**src/rtl/vsc8541_smi_ctrl.sv**
```systemverilog
// ============================================================================
// vsc8541_smi_ctrl : init-table sequencer, status poller and host arbiter
//                    in front of the VSC8541 SMI/MDIO frame engine
// Revision: 1.0
// ============================================================================
`default_nettype none

module vsc8541_smi_ctrl #(
   parameter logic [4:0] PHY_ADDR      = 5'd0,
   parameter int         INIT_LEN      = 4,
   parameter logic [((INIT_LEN > 0) ? INIT_LEN : 1)*21-1:0] INIT_TABLE = '0,
   parameter int         POLL_DIV      = 1000,
   parameter int         STARTUP_EDGES = 8,
   parameter int         TXN_EDGES     = 33
) (
   input  logic        clk,
   input  logic        i_reset,
   input  logic        i_mdc,
   output logic        o_smi_en,
   output logic        o_smi_mode,
   output logic [4:0]  o_smi_phy_addr,
   output logic [4:0]  o_smi_reg_addr,
   output logic [15:0] o_smi_data,
   input  logic        i_smi_dv,
   input  logic [15:0] i_smi_data,
   input  logic        i_req,
   input  logic        i_req_mode,
   input  logic [4:0]  i_req_reg_addr,
   input  logic [15:0] i_req_data,
   output logic        o_req_ack,
   output logic [15:0] o_req_data,
   output logic        o_init_done,
   output logic [15:0] o_status,
   output logic        o_link_up,
   output logic        o_busy
);

   localparam logic [15:0] START_LAST = 16'(STARTUP_EDGES - 1);
   localparam logic [15:0] TXN_LAST   = 16'(TXN_EDGES - 1);
   localparam logic [15:0] POLL_LAST  = 16'(POLL_DIV - 1);
   localparam logic [3:0]  INIT_LAST  = 4'(INIT_LEN - 1);
   localparam logic [4:0]  STATUS_REG = 5'd1;

   typedef enum logic [1:0] {
      ST_STARTUP   = 2'd0,
      ST_ISSUE     = 2'd1,
      ST_WAIT_DONE = 2'd2,
      ST_IDLE      = 2'd3
   } state_t;

   typedef enum logic [1:0] {
      SRC_INIT = 2'd0,
      SRC_POLL = 2'd1,
      SRC_HOST = 2'd2
   } src_t;

   state_t      state, state_next;
   src_t        src;
   logic        mdc_q, dv_q, fall;
   logic [15:0] edge_cnt;
   logic [15:0] poll_cnt;
   logic [3:0]  init_idx;
   logic        poll_pend;
   logic        last_host;
   logic        cap_done;

   logic        load, frame_done, init_finish, host_req, poll_expire;
   src_t        ld_src;
   logic        ld_mode;
   logic [4:0]  ld_reg;
   logic [15:0] ld_data;
   logic [3:0]  sel_idx;
   logic [20:0] entry;
   logic [20:0] tbl [16];

   // Unpack the flat init table into a fixed 16-entry array so a 4-bit index fits exactly.
   for (genvar k = 0; k < 16; k++) begin : g_tbl
      if (k < INIT_LEN) begin : g_used
         assign tbl[k] = INIT_TABLE[k*21 +: 21];
      end else begin : g_unused
         assign tbl[k] = '0;
      end
   end

   assign fall           = mdc_q & ~i_mdc;
   assign o_smi_en       = (state == ST_ISSUE);
   assign o_busy         = (state == ST_WAIT_DONE);
   assign o_smi_phy_addr = PHY_ADDR;
   assign o_link_up      = o_status[2];
   // The ack cycle still sees the old request; masking it avoids re-granting a finished frame.
   assign host_req       = i_req & o_init_done & ~o_req_ack;
   assign poll_expire    = o_init_done & fall & (poll_cnt == POLL_LAST);
   assign sel_idx        = (state == ST_STARTUP) ? 4'd0 : (init_idx + 4'd1);
   assign entry          = tbl[sel_idx];

   always_comb begin
      state_next  = state;
      load        = 1'b0;
      ld_src      = SRC_INIT;
      ld_mode     = 1'b0;
      ld_reg      = 5'd0;
      ld_data     = 16'd0;
      frame_done  = 1'b0;
      init_finish = 1'b0;
      case (state)
         ST_STARTUP: begin
            if (fall && (edge_cnt == START_LAST)) begin
               if (INIT_LEN == 0) begin
                  init_finish = 1'b1;
                  state_next  = ST_IDLE;
               end else begin
                  load       = 1'b1;
                  ld_src     = SRC_INIT;
                  ld_mode    = 1'b1;
                  ld_reg     = entry[20:16];
                  ld_data    = entry[15:0];
                  state_next = ST_ISSUE;
               end
            end
         end
         ST_ISSUE: begin
            state_next = ST_WAIT_DONE;
         end
         ST_WAIT_DONE: begin
            if (fall && (edge_cnt == TXN_LAST)) begin
               frame_done = 1'b1;
               if ((src == SRC_INIT) && (init_idx != INIT_LAST)) begin
                  load       = 1'b1;
                  ld_src     = SRC_INIT;
                  ld_mode    = 1'b1;
                  ld_reg     = entry[20:16];
                  ld_data    = entry[15:0];
                  state_next = ST_ISSUE;
               end else begin
                  init_finish = (src == SRC_INIT);
                  state_next  = ST_IDLE;
               end
            end
         end
         ST_IDLE: begin
            if (host_req && (!poll_pend || !last_host)) begin
               load       = 1'b1;
               ld_src     = SRC_HOST;
               ld_mode    = i_req_mode;
               ld_reg     = i_req_reg_addr;
               ld_data    = i_req_data;
               state_next = ST_ISSUE;
            end else if (poll_pend) begin
               load       = 1'b1;
               ld_src     = SRC_POLL;
               ld_mode    = 1'b0;
               ld_reg     = STATUS_REG;
               ld_data    = 16'd0;
               state_next = ST_ISSUE;
            end
         end
         default: state_next = ST_STARTUP;
      endcase
   end

   always_ff @(posedge clk) begin
      if (i_reset) begin
         state          <= ST_STARTUP;
         src            <= SRC_INIT;
         mdc_q          <= 1'b0;
         dv_q           <= 1'b0;
         edge_cnt       <= 16'd0;
         poll_cnt       <= 16'd0;
         init_idx       <= 4'd0;
         poll_pend      <= 1'b0;
         last_host      <= 1'b0;
         cap_done       <= 1'b0;
         o_smi_mode     <= 1'b0;
         o_smi_reg_addr <= 5'd0;
         o_smi_data     <= 16'd0;
         o_req_ack      <= 1'b0;
         o_req_data     <= 16'd0;
         o_init_done    <= 1'b0;
         o_status       <= 16'd0;
      end else begin
         state <= state_next;
         mdc_q <= i_mdc;
         dv_q  <= i_smi_dv;

         if ((state_next != state) || (state == ST_ISSUE)) begin
            edge_cnt <= 16'd0;
         end else if (fall && ((state == ST_STARTUP) || (state == ST_WAIT_DONE))) begin
            edge_cnt <= edge_cnt + 16'd1;
         end

         if (load) begin
            src            <= ld_src;
            o_smi_mode     <= ld_mode;
            o_smi_reg_addr <= ld_reg;
            o_smi_data     <= ld_data;
            cap_done       <= 1'b0;
            if (ld_src == SRC_HOST) begin
               last_host <= 1'b1;
            end else if (ld_src == SRC_POLL) begin
               last_host <= 1'b0;
            end
         end

         if ((state == ST_WAIT_DONE) && !o_smi_mode && i_smi_dv && !dv_q && !cap_done) begin
            cap_done <= 1'b1;
            if (src == SRC_POLL) begin
               o_status <= i_smi_data;
            end else if (src == SRC_HOST) begin
               o_req_data <= i_smi_data;
            end
         end

         o_req_ack <= frame_done && (src == SRC_HOST);

         if (frame_done && (src == SRC_INIT)) begin
            init_idx <= init_idx + 4'd1;
         end
         if (init_finish) begin
            o_init_done <= 1'b1;
         end

         if (o_init_done && fall) begin
            poll_cnt <= (poll_cnt == POLL_LAST) ? 16'd0 : (poll_cnt + 16'd1);
         end
         // A fresh expiry in the completion cycle wins over the clear.
         if (frame_done && (src == SRC_POLL)) begin
            poll_pend <= 1'b0;
         end
         if (poll_expire) begin
            poll_pend <= 1'b1;
         end
      end
   end

endmodule

`default_nettype wire

```
**config.mk**
```make
export PLATFORM = sky130hd
export DESIGN_NAME = vsc8541_smi_ctrl
export DESIGN_NICKNAME = d
export VERILOG_FILES = /design/src/rtl/vsc8541_smi_ctrl.sv
export SDC_FILE = /design/constraint.sdc
export NUM_CORES = 1
export LEC_CHECK = 0
export CAP_MARGIN = 5
export CORE_MARGIN = 3
export CORE_UTILIZATION = 47
export DETAILED_ROUTE_END_ITERATION = 10
export HOLD_SLACK_MARGIN = 0.05
export PLACE_DENSITY_LB_ADDON = 0.1
export SLEW_MARGIN = 30
export SYNTH_ARGS = -nofsm -noshare
export SYNTH_HDL_FRONTEND = slang
export SYNTH_SLANG_ARGS = --single-unit
```
**constraint.sdc**
```tcl
create_clock -name clk -period 3.6 [get_ports clk]
set_input_delay 0.72 -clock clk [delete_from_list [all_inputs] [get_ports clk]]
set_output_delay 0.72 -clock clk [all_outputs]
set_load 0.05 [all_outputs]
```
Figure 1. Wire density map (run 1).
Drawn at 4 px/um. 20 x 20 tiles, from dark purple (low) to yellow (high), scaled to the fullest tile. Values are wire area over tile area, all layers added.
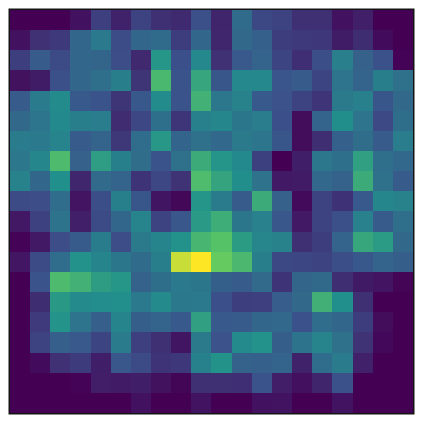
9.5% of the tiles are over half the peak. The mean over all tiles is 0.15. 11% of the tiles are nearly empty. The densest ninth of the die: middle.
routed wire length: 9.32 mm
WL/cell: 14.4 um
vias: 3387
gr usage total: 18.5%

Figure 2. Clock wiring as the flow saved it (run 1).
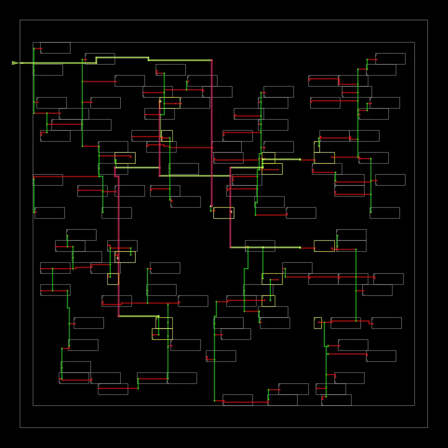
clk ins delay skew pair: 0.36 ns
CTS sink count: 101
flop count: 101
clk_buf instances: 10

==> flow_summary_export.csv, run 1 <==
group,metric,value,unit
status,status,"finished, final reports clean",
critical_path,r2r-end,"edge_cnt[6]",
critical_path,startpoint,"state[0]",
routing,drt-pass1-iter-count,4,
synth,synth-edff-count,0,
synth,yosysWarnings,0,
run,maxCapViolCount,0,
cts,clk_pin_slew,0.09,ns
placed_design,dp.cells,632,
floorplan,fp-utilization,49.8,%
synth,synth_top_area_share,47.9,%
routing,drc,0,
cts,cts_resized,0,
power,ir_worst_vdd,0.231,mV
routing,drt-vias-per-instance,5.23,
critical_path,arrival,2.10,ns
synth,synthArstFlopShare,0,%
timing,timing.final.crit_share,78.4,%
cells_and_area,final_cell_mix,"dfxtp_1, clkdlybuf4s50_1, nor2_1",
cts,hold_buffers,0,
timing,finalHoldViolCount,0,
cells_and_area,seqCellArea,2020,um2
placed_design,place_ws,0.867,ns
timing,setup_viol,0,
synth,syn_inst,444,
global_routing,grt_pass1_wl,15.2,mm
timing,period_minus_slack,2.82,ns
critical_path,critPathKind,"reg -> out",
timing,fin_ws,0.779,ns
floorplan,chip_area,10100,um2
cells_and_area,syn2layout_area_growth,28.6,%
cts,cts_max_path_buffers,2,
cells_and_area,fin_nets,586,
critical_path,crit_required,2.88,ns
placed_design,io_buffers,101,
critical_path,crit_slowest_cell,"clkdlybuf4s50_1",
run,openroad.warnings,27,
global_routing,grt_antenna_before_repair,0,
global_routing,grt_util_met1,24.2,%
timing,slew_headroom,63.6,%
critical_path,path_cells,"nand2b_2 -> inv_1 -> clkdlybuf4s50_1",
placed_design,hpwl,6.81,mm
cells_and_area,fin_cells,648,
power,p_leak,2.15,nW
synth,synthDistinctLibCells,52,
routing,ant_nets,0,
critical_path,critPathBufInv,2,
critical_path,cp-endpoint,"o_busy",
timing,worst_pin_slew,0.545,ns
cts,cts_tree,"yes",
timing,tns,0,ns
cts,htree_levels,3,
cells_and_area,comb_area,2000,um2
synth,ys_ff,101,
cells_and_area,antenna_cells,0,
timing,fmax,354,MHz
floorplan,std_cell_rows,33,
floorplan,die_h,101,um
synth,yosysCellCount,444,
critical_path,rrSetupSlack,1.39,ns
worst_hold_path,min_path_type,"reg -> reg",
synth,synthesis.area,4220,um2
global_routing,grt_max_degree,32,
critical_path,cp_max_fo,14,
cts,root_buffer,"clkbuf_8",
routing,drtIter0Drc,173,
timing,hold_ws,0.466,ns
global_routing,use_met2,29.7,%
power,p_total,1.86,mW
cts,cts_made_buffers,9,
critical_path,endpoint_kind,"output pin",
cells_and_area,drive_gt1_share,6.45,%
synth,ff_type,"dfxtp_1",
critical_path,r2r_cells,5,
floorplan,die_w,101,um
cells_and_area,layout_top_cell,"dfxtp_1",
timing,maxSlewViolCount,0,
power,p_per_area,343,nW/um2
timing,skew,0.0102,ns
synth,ys_area,4220,um2
global_routing,top_usage_layer,"met2",
cells_and_area,fill_cells,714,
floorplan,fp.coreArea,8460,um2
critical_path,critPathLaunchType,"flip-flop",
synth,syn_area_per_cell,9.50,um2
critical_path,r2r_start,"edge_cnt[11]",
timing,rsz0062_at_grt,"no",
critical_path,path_depth,3,
synth,area_leaders,"dfxtp_1, mux2i_1, nor2_1",
global_routing,overflow,0,
critical_path,max_stage_delay,0.81,ns
floorplan,pin_count,107,
synth,ys_seq_share,47.9,%
critical_path,critPathTopFamily,"buffers and inverters",
cts,post-cts-setup-buffers,0,
placed_design,place.gp.congestion,0.798,
global_routing,grt_pass1_vias,3176,
synth,yosysTopAreaCell,"dfxtp_1",
Figure 3. Met3 routing (run 1).
Drawn at 4 px/um. Cells faint in the background.
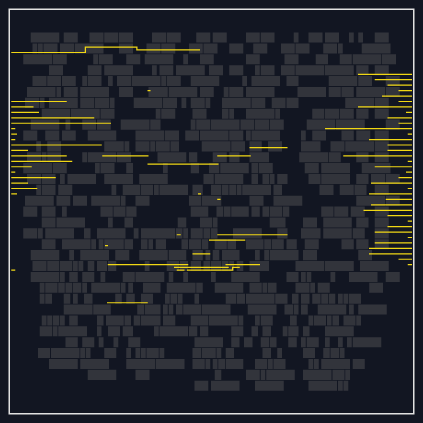
The longest straight run is 24.6 um. 63 nets have wire on it. The layer holds 6.4% of the routed length. The layer carries 593 um of wire.
GRT met3 Usage: 5.12%

==> run 1: report_power, final <==
part	switching, mW	leakage (nW)	internal [mW]
Clock	0.390	0.0844	0.258
Sequential	0.00192	0.814	1.12
Combinational	0.0438	1.25	0.0471
==> run 1: worst min-delay path by stage <==
stage	from	to	slack, ns	cells after the start
after global placement	o_smi_reg_addr[0]	o_smi_reg_addr[0]	0.46	2
after floorplan	poll_cnt[1]	poll_cnt[1]	0.46	2
after global routing	o_smi_data[7]	o_smi_data[7]	0.50	1
after CTS	o_smi_reg_addr[0]	o_smi_reg_addr[0]	0.47	2
final	o_smi_reg_addr[0]	o_smi_reg_addr[0]	0.47	2
after detailed placement	o_smi_data[8]	o_smi_data[8]	0.46	1
==> run 1: logic make-up after synthesis <==
kind of cell	Yosys count	share of synthesized area [%]
AND-OR/OR-AND	41	7.36
XOR/XNOR	33	6.85
multiplexers	35	8.34
other	1	0.0889
AND/OR/NAND/NOR	188	22.9
adder cells (fa/ha/maj)	5	1.48
flip-flops	101	47.9
buffers and inverters	40	5.07
==> run 1: cells in the mapped netlist (4+ instances only) <==
| cell type | number |
|---|---|
| a21oi_1 | 11 |
| a22o_1 | 20 |
| buf_2 | 7 |
| buf_4 | 6 |
| clkbuf_1 | 10 |
| dfxtp_1 | 101 |
| ha_1 | 5 |
| inv_1 | 13 |
| mux2i_1 | 34 |
| nand2_1 | 13 |
| nand2b_1 | 6 |
| nand3_1 | 20 |
| nand3b_1 | 4 |
| nand4_1 | 6 |
| nor2_1 | 87 |
| nor2b_1 | 4 |
| nor3_1 | 15 |
| nor4_1 | 7 |
| xnor2_1 | 26 |
| xor2_1 | 7 |
==> run 1: layer usage <==
metal | vias to the layer above | wire length [um] | part of all wire [%]
met5 | - | 0 | 0
met4 | 0 | 120 | 1.3
met3 | 14 | 593 | 6.4
li1 | 1705 | - | -
met2 | 82 | 4320 | 46
met1 | 1586 | 4280 | 46
==> run 1: registers in the layout, summed over array words and instances, names as in the netlist <==
register / flops
state: 2
o_req_data: 16
edge_cnt: 16
mdc_q: 1
last_host: 1
poll_pend: 1
init_idx: 4
o_smi_reg_addr: 5
o_smi_mode: 1
poll_cnt: 16
cap_done: 1
o_status: 16
o_smi_data: 16
o_init_done: 1
o_req_ack: 1
dv_q: 1
src: 2
==> run 1: stage by stage <==
| stage | instance area (um2) | utilization (%) |
|---|---|---|
| floorplan | 4230 | - |
| global placement | 5250 | 62.0 |
| detailed placement | 5250 | 62.0 |
| CTS | 5420 | 64.1 |
| global route | 5420 | 64.1 |
| finish | 5420 | 64.1 |
==> run 1: final cells by class <==
class / count / share of cell area (%)
Sequential cell: 101 / 37.3
Inverter: 13 / 0.900
Tap cell: 105 / 2.42
Timing Repair Buffer: 106 / 19.2
Multi-Input combinational cell: 307 / 36.9
Clock inverter: 6 / 0.900
Clock buffer: 10 / 2.35
==> run 1: worst reg2reg max path: stages, from the launching register on <==
cell and delay, ns:
dfxtp_1 0.35, nor4_1 0.43, nand3_2 0.29, nor3_1 0.42, a211o_1 0.49, nor2_1 0.11
## Run 2: what changed since run 1
==> constraint.sdc (replaced) <==
create_clock -name clk -period 2.9 [get_ports clk]
set_input_delay 0.58 -clock clk [delete_from_list [all_inputs] [get_ports clk]]
set_output_delay 0.58 -clock clk [all_outputs]
set_load 0.05 [all_outputs]
Figure 4. Wire density map (run 2).
Drawn at 4 px/um. 20 x 20 tiles, from dark purple (low) to yellow (high), scaled to the fullest tile. Values are wire area over tile area, all layers added.
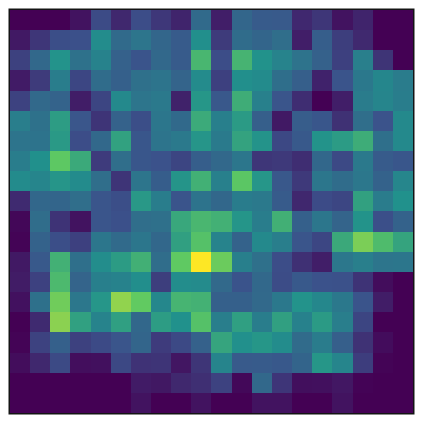
The emptiest ninth of the die: bottom right. 11% of the tiles are nearly empty. The densest ninth of the die: middle.
WL/cell: 14.3 um
routed wire length: 9.31 mm
gr usage total: 19.1%
vias: 3341

==> flow_summary_export.csv, run 2 <==
group,metric,value,unit
power,clock_power_share,37.1,%
cells_and_area,drive_gt1_share,6.62,%
timing,tns,0,ns
routing,ant_nets,0,
floorplan,fp.coreArea,8460,um2
cells_and_area,layout_top_cell,"dfxtp_1",
synth,synthDistinctLibCells,52,
worst_hold_path,hold_depth,2,
timing,fmax,371,MHz
cts,cts_tree,"yes",
synth,syn_inst,444,
routing,drtIter0Drc,126,
power,power.internal,1.85,mW
timing,maxSlewViolCount,0,
worst_hold_path,min_path_type,"reg -> reg",
global_routing,grt_pass1_vias,3237,
critical_path,startpoint,"state[0]",
global_routing,grt_pass1_wl,15.6,mm
floorplan,pin_count,107,
run,maxCapViolCount,0,
cells_and_area,antenna_cells,0,
cts,cts.sinks,101,
synth,yosysWarnings,0,
synth,ys_area,4220,um2
power,p_total,2.39,mW
floorplan,fp-utilization,49.8,%
power,swShare,22.4,%
cells_and_area,final_cell_mix,"dfxtp_1, clkdlybuf4s50_1, nor2_1",
synth,synthArstFlopShare,0,%
critical_path,critPathLaunchType,"flip-flop",
power,seq_power_share,58.2,%
synth,yosysCellCount,444,
placed_design,place.gp.congestion,0.824,
global_routing,grt_max_degree,36,
floorplan,die_h,101,um
timing,fin_ws,0.208,ns
floorplan,std_cell_rows,33,
worst_hold_path,hold_end,"o_smi_reg_addr[0]",
timing,finalHoldViolCount,0,
critical_path,r2r_cells,6,
timing,period_minus_slack,2.69,ns
cts,hold_buffers,0,
placed_design,io_buffers,101,
synth,ys_seq_share,47.9,%
timing,setup_viol,0,
routing,drc,0,
synth,synth_top_cell_by_count,"dfxtp_1",
routing,drt-vias-per-instance,5.15,
critical_path,rrSetupSlack,0.74,ns
cells_and_area,fin_nets,587,
placed_design,place_ws,0.343,ns
cells_and_area,syn2layout_area_growth,29.2,%
cts,cts_max_path_buffers,2,
critical_path,crit_required,2.32,ns
power,p_leak,2.17,nW
status,status,"finished, final reports clean",
global_routing,overflow,0,
placed_design,hpwl,6.80,mm
synth,top_cells_by_count,"dfxtp_1, nor2_1, mux2i_1, xnor2_1",
synth,yosysTopAreaCell,"dfxtp_1",
cts,htree_levels,3,
run,openroad.warnings,27,
critical_path,arrival,2.11,ns
power,ir_worst_vdd,0.281,mV
timing,skew,0.0117,ns
cts,cts_resized,0,
floorplan,die_w,101,um
timing,rsz0062_at_grt,"no",
worst_hold_path,hp-start,"o_smi_reg_addr[0]",
critical_path,critPathKind,"reg -> out",
synth,ff_type,"dfxtp_1",
power,p_comb_share,4.7,%
cts,clkLatencyLatePin,0.36,ns
power,p_switching,0.536,mW
timing,slew_headroom,64.0,%
global_routing,grt_antenna_before_repair,0,
critical_path,r2r_start,"state[0]",
critical_path,cp_max_fo,14,
synth,synth-edff-count,0,
timing,timing.final.crit_share,92.8,%
cts,cts_made_buffers,9,
cts,post-cts-setup-buffers,0,
critical_path,r2r-end,"o_req_data[8]",
floorplan,chip_area,10100,um2
critical_path,endpoint_kind,"output pin",
synth,synthesis.area,4220,um2
routing,drt-pass1-iter-count,4,
cts,root_buffer,"clkbuf_8",
synth,synth_top_area_share,47.9,%
synth,ys_ff,101,
cts,clk_pin_slew,0.09,ns
cells_and_area,fill_cells,712,
timing,worst_pin_slew,0.538,ns
synth,area_leaders,"dfxtp_1, mux2i_1, nor2_1",
power,p_per_area,438,nW/um2
synth,syn_area_per_cell,9.50,um2
## run 2: worst max-delay path, stage by stage (launching register included)
cell             delay, ns
dfxtp_1               0.63
nand2b_2              0.33
inv_1                 0.09
clkdlybuf4s50_1       0.71
## run 2: area by class of cell
class | count | area (um2) | share of cell area, %
flip-flops and latches | 101 | 2020 | 37.1
multi-input cells | 307 | 2000 | 36.7
repair buffers | 107 | 1050 | 19.3
well taps | 105 | 131 | 2.41
clock buffers | 10 | 128 | 2.34
clock inverters | 6 | 68.8 | 1.26
inverters | 13 | 48.8 | 0.895
## run 2: per-layer routing
metal | vias up | track usage (%) | wire length, um
met5 | - | 0 | 0
met4 | 0 | 4.97 | 36
met3 | 2 | 5.67 | 562
met2 | 76 | 30.4 | 4440
met1 | 1560 | 25.4 | 4270
li1 | 1703 | - | -
## run 2: worst max-delay path by stage
stage                             end  slack, ns  depth (start not counted)
finish                         o_busy       0.21                          3
CTS                            o_busy       0.19                          3
detailed placement     o_smi_data[12]       0.34                          7
floorplan                poll_cnt[10]       0.91                          7
global placement    o_smi_reg_addr[3]       0.39                          7
global route                   o_busy       0.08                          3
## run 2: logic make-up after synthesis
kind of cell	synth area share, %
other	0.0889
muxes	8.34
adders and majority gates	1.48
DFF	47.9
and+or+nand+nor	22.9
buffers and inverters	5.07
xor gates and xnor gates	6.85
AOI/OAI and AO/OA	7.36
## run 2: per-stage QoR
stage | cells | utilization (%) | instance area [um2] | hold slack, ns
3_5_place_dp | 633 | 62.1 | 5260 | 0.466
4_1_cts | 649 | 64.4 | 5450 | 0.487
3_3_place_gp | 633 | 62.1 | 5260 | 0.457
6_report | 649 | 64.4 | 5450 | 0.481
2_1_floorplan | 448 | - | 4230 | 0.463
5_1_grt | 649 | 64.4 | 5450 | 0.500
## run 2: power by group through the flow
stage	sequential, mW	clock [mW]	combinational (mW)
final	1.39	0.887	0.113
after floorplan	1.42	0	0.0499
after global routing	1.39	0.976	0.123
after CTS	1.39	0.925	0.114
after global placement	1.42	0	0.113
after detailed placement	1.42	0	0.113
## Run 3: what changed since run 2
--- a/config.mk
+++ b/config.mk
@@ -6,9 +6,11 @@
 export NUM_CORES = 1
 export LEC_CHECK = 0
 export CAP_MARGIN = 5
+export CORE_ASPECT_RATIO = 0.6
 export CORE_MARGIN = 3
 export CORE_UTILIZATION = 47
 export DETAILED_ROUTE_END_ITERATION = 10
+export GPL_ROUTABILITY_DRIVEN = 0
 export HOLD_SLACK_MARGIN = 0.05
 export PLACE_DENSITY_LB_ADDON = 0.1
 export SLEW_MARGIN = 30
Figure 5. Met3 routing (run 3).
Drawn at 4 px/um. Cells faint in the background.
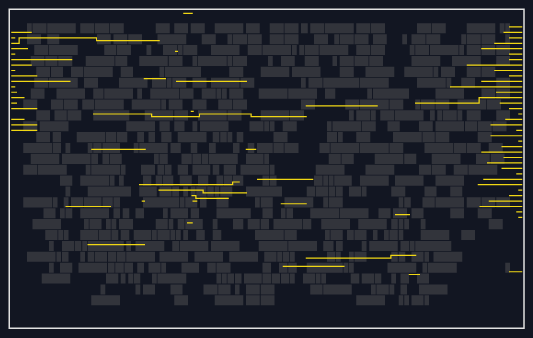
67 nets have wire on it. The longest straight run is 23.2 um.
GRT met3 Usage: 5.61%
vias: 3406
routed wire length: 9.86 mm

==> flow_summary_export.csv, run 3 <==
group,metric,value,unit
status,status,"finished, final reports clean",
routing,ant_nets,0,
cells_and_area,final_cell_mix,"dfxtp_1, clkdlybuf4s50_1, nor2_1",
critical_path,cp-endpoint,"o_busy",
timing,maxSlewViolCount,0,
timing,worst_pin_slew,0.534,ns
synth,xor_share,6.85,%
cells_and_area,syn2layout_area_growth,32.1,%
floorplan,pin_count,107,
floorplan,chip_area,10200,um2
routing,wl_per_cell,15.0,um
synth,synth_top_area_share,47.9,%
power,p_leak,2.22,nW
routing,wl_met3,614,um
critical_path,path_cells,"nand2b_2 -> inv_1 -> clkdlybuf4s50_1",
floorplan,std_cell_rows,26,
critical_path,path_depth,3,
cts,root_buffer,"clkbuf_16",
global_routing,overflow,0,
cts,cts_max_path_buffers,2,
floorplan,fp-utilization,48.9,%
synth,adder_share,1.48,%
synth,ys_area,4220,um2
cells_and_area,fill_cells,702,
routing,wl_met1,4.81,mm
timing,fin_ws,0.190,ns
critical_path,rrSetupSlack,0.76,ns
routing,drc,0,
cts,cts_tree,"yes",
critical_path,crit_slowest_cell,"clkdlybuf4s50_1",
critical_path,critPathTopFamily,"buffers and inverters",
placed_design,io_buffers,101,
cells_and_area,layout_top_cell,"dfxtp_1",
routing,top_layer,"met4",
cts,post-cts-setup-buffers,0,
critical_path,max_stage_delay,0.81,ns
timing,setup_viol,0,
timing,rsz0062_at_grt,"no",
cells_and_area,antenna_cells,0,
routing,wl_met2,4.27,mm
synth,top_cells_by_count,"dfxtp_1, nor2_1, mux2i_1, xnor2_1",
cells_and_area,seqCellArea,2020,um2
timing,timing.final.crit_share,93.5,%
timing,fmax,369,MHz
synth,simple_gate_area_share,22.9,%
placed_design,dp.cells,642,
global_routing,grt_pass1_wl,16.2,mm
run,maxCapViolCount,0,
cts,hold_buffers,0,
synth,yosysCellCount,444,
power,p_per_area,482,nW/um2
floorplan,die_h,79.4,um
synth,syn_area_per_cell,9.50,um2
cts,cts_made_buffers,9,
critical_path,critPathLaunchType,"flip-flop",
synth,synthArstFlopShare,0,%
critical_path,r2r_cells,6,
cts,htree_levels,3,
timing,tns,0,ns
synth,area_leaders,"dfxtp_1, mux2i_1, nor2_1",
synth,ys_ff,101,
floorplan,fp.coreArea,8620,um2
synth,synth_top_cell_by_count,"dfxtp_1",
run,openroad.warnings,27,
timing,finalHoldViolCount,0,
synth,ff_type,"dfxtp_1",
global_routing,grt_antenna_before_repair,0,
global_routing,grt_max_degree,32,
synth,mux_share,8.34,%
global_routing,track_usage,20.1,%
critical_path,r2r_start,"edge_cnt[3]",
cts,cts.sinks,101,
synth,syn_inst,444,
critical_path,critPathBufInv,2,
timing,period_minus_slack,2.71,ns
global_routing,grt_pass1_vias,3298,
routing,drt-pass1-iter-count,4,
critical_path,startpoint,"state[1]",
routing,drtIter0Drc,170,
synth,top_logic_kind,"simple AND/OR/NAND/NOR gates",
cells_and_area,comb_area,2000,um2
placed_design,place_ws,0.330,ns
cells_and_area,fin_cells,658,
cells_and_area,fin_nets,589,
synth,synthesis.area,4220,um2
critical_path,cp_max_fo,11,
timing,skew,0.00583,ns
synth,synth-edff-count,0,
timing,hold_ws,0.475,ns
cts,clkLatencyLatePin,0.34,ns
synth,synthDistinctLibCells,52,
synth,yosysWarnings,0,
power,ir_worst_vdd,0.346,mV
floorplan,die_w,128,um
-- run 3: cell counts after synthesis --
No cell type changed its count.
-- run 3: per-layer routing --
| metal | GRT usage (%) | up-vias |
|---|---|---|
| met2 | 30.3 | 92 |
| met4 | 7.63 | 0 |
| met3 | 5.61 | 18 |
| li1 | - | 1706 |
| met5 | 0 | - |
| met1 | 27.5 | 1590 |
-- run 3: power breakdown --
part	switching [mW]	internal, mW	total, mW
Sequential	0.00230	1.39	1.39
Clock	0.513	0.667	1.18
Combinational	0.0551	0.0594	0.115
-- run 3: worst min-delay path: stages (launching register included) --
cell and delay [ns]:
dfxtp_1 0.31, nand3_1 0.06, a21oi_1 0.06
-- run 3: per-stage QoR --
stage	utilization, %	instance area (um2)	power (mW)
CTS	64.6	5570	2.71
global placement	61.2	5280	1.54
floorplan	-	4230	1.47
finish	64.6	5570	2.69
detailed placement	61.2	5280	1.54
global route	64.6	5570	2.77
-- run 3: cell type report --
| cell class | instances | share of cell area (%) |
|---|---|---|
| repair buffers | 109 | 19.1 |
| clock inverters | 6 | 1.15 |
| inverters | 13 | 0.876 |
| clock buffers | 10 | 4.11 |
| multi-input cells | 307 | 35.9 |
| flip-flops and latches | 101 | 36.3 |
| well taps | 112 | 2.52 |
-- run 3: logic make-up after synthesis --
kind of cell,Yosys count
compound gates,41
simple gates,188
mux,35
buf+inv,40
other cells,1
fa+ha+maj,5
flops,101
xor+xnor,33
-- run 3: how the worst min path moves through the flow --
stage | slack (ns) | end | start | depth (start not counted)
final | 0.48 | o_smi_reg_addr[0] | o_smi_reg_addr[0] | 2
after global routing | 0.50 | o_smi_data[3] | o_smi_data[3] | 1
after CTS | 0.48 | o_smi_reg_addr[0] | o_smi_reg_addr[0] | 2
after detailed placement | 0.47 | o_smi_data[4] | o_smi_data[4] | 1
after global placement | 0.45 | o_smi_reg_addr[0] | o_smi_reg_addr[0] | 2
after floorplan | 0.46 | poll_cnt[1] | poll_cnt[1] | 2
Power and IR drop assume default switching activity.
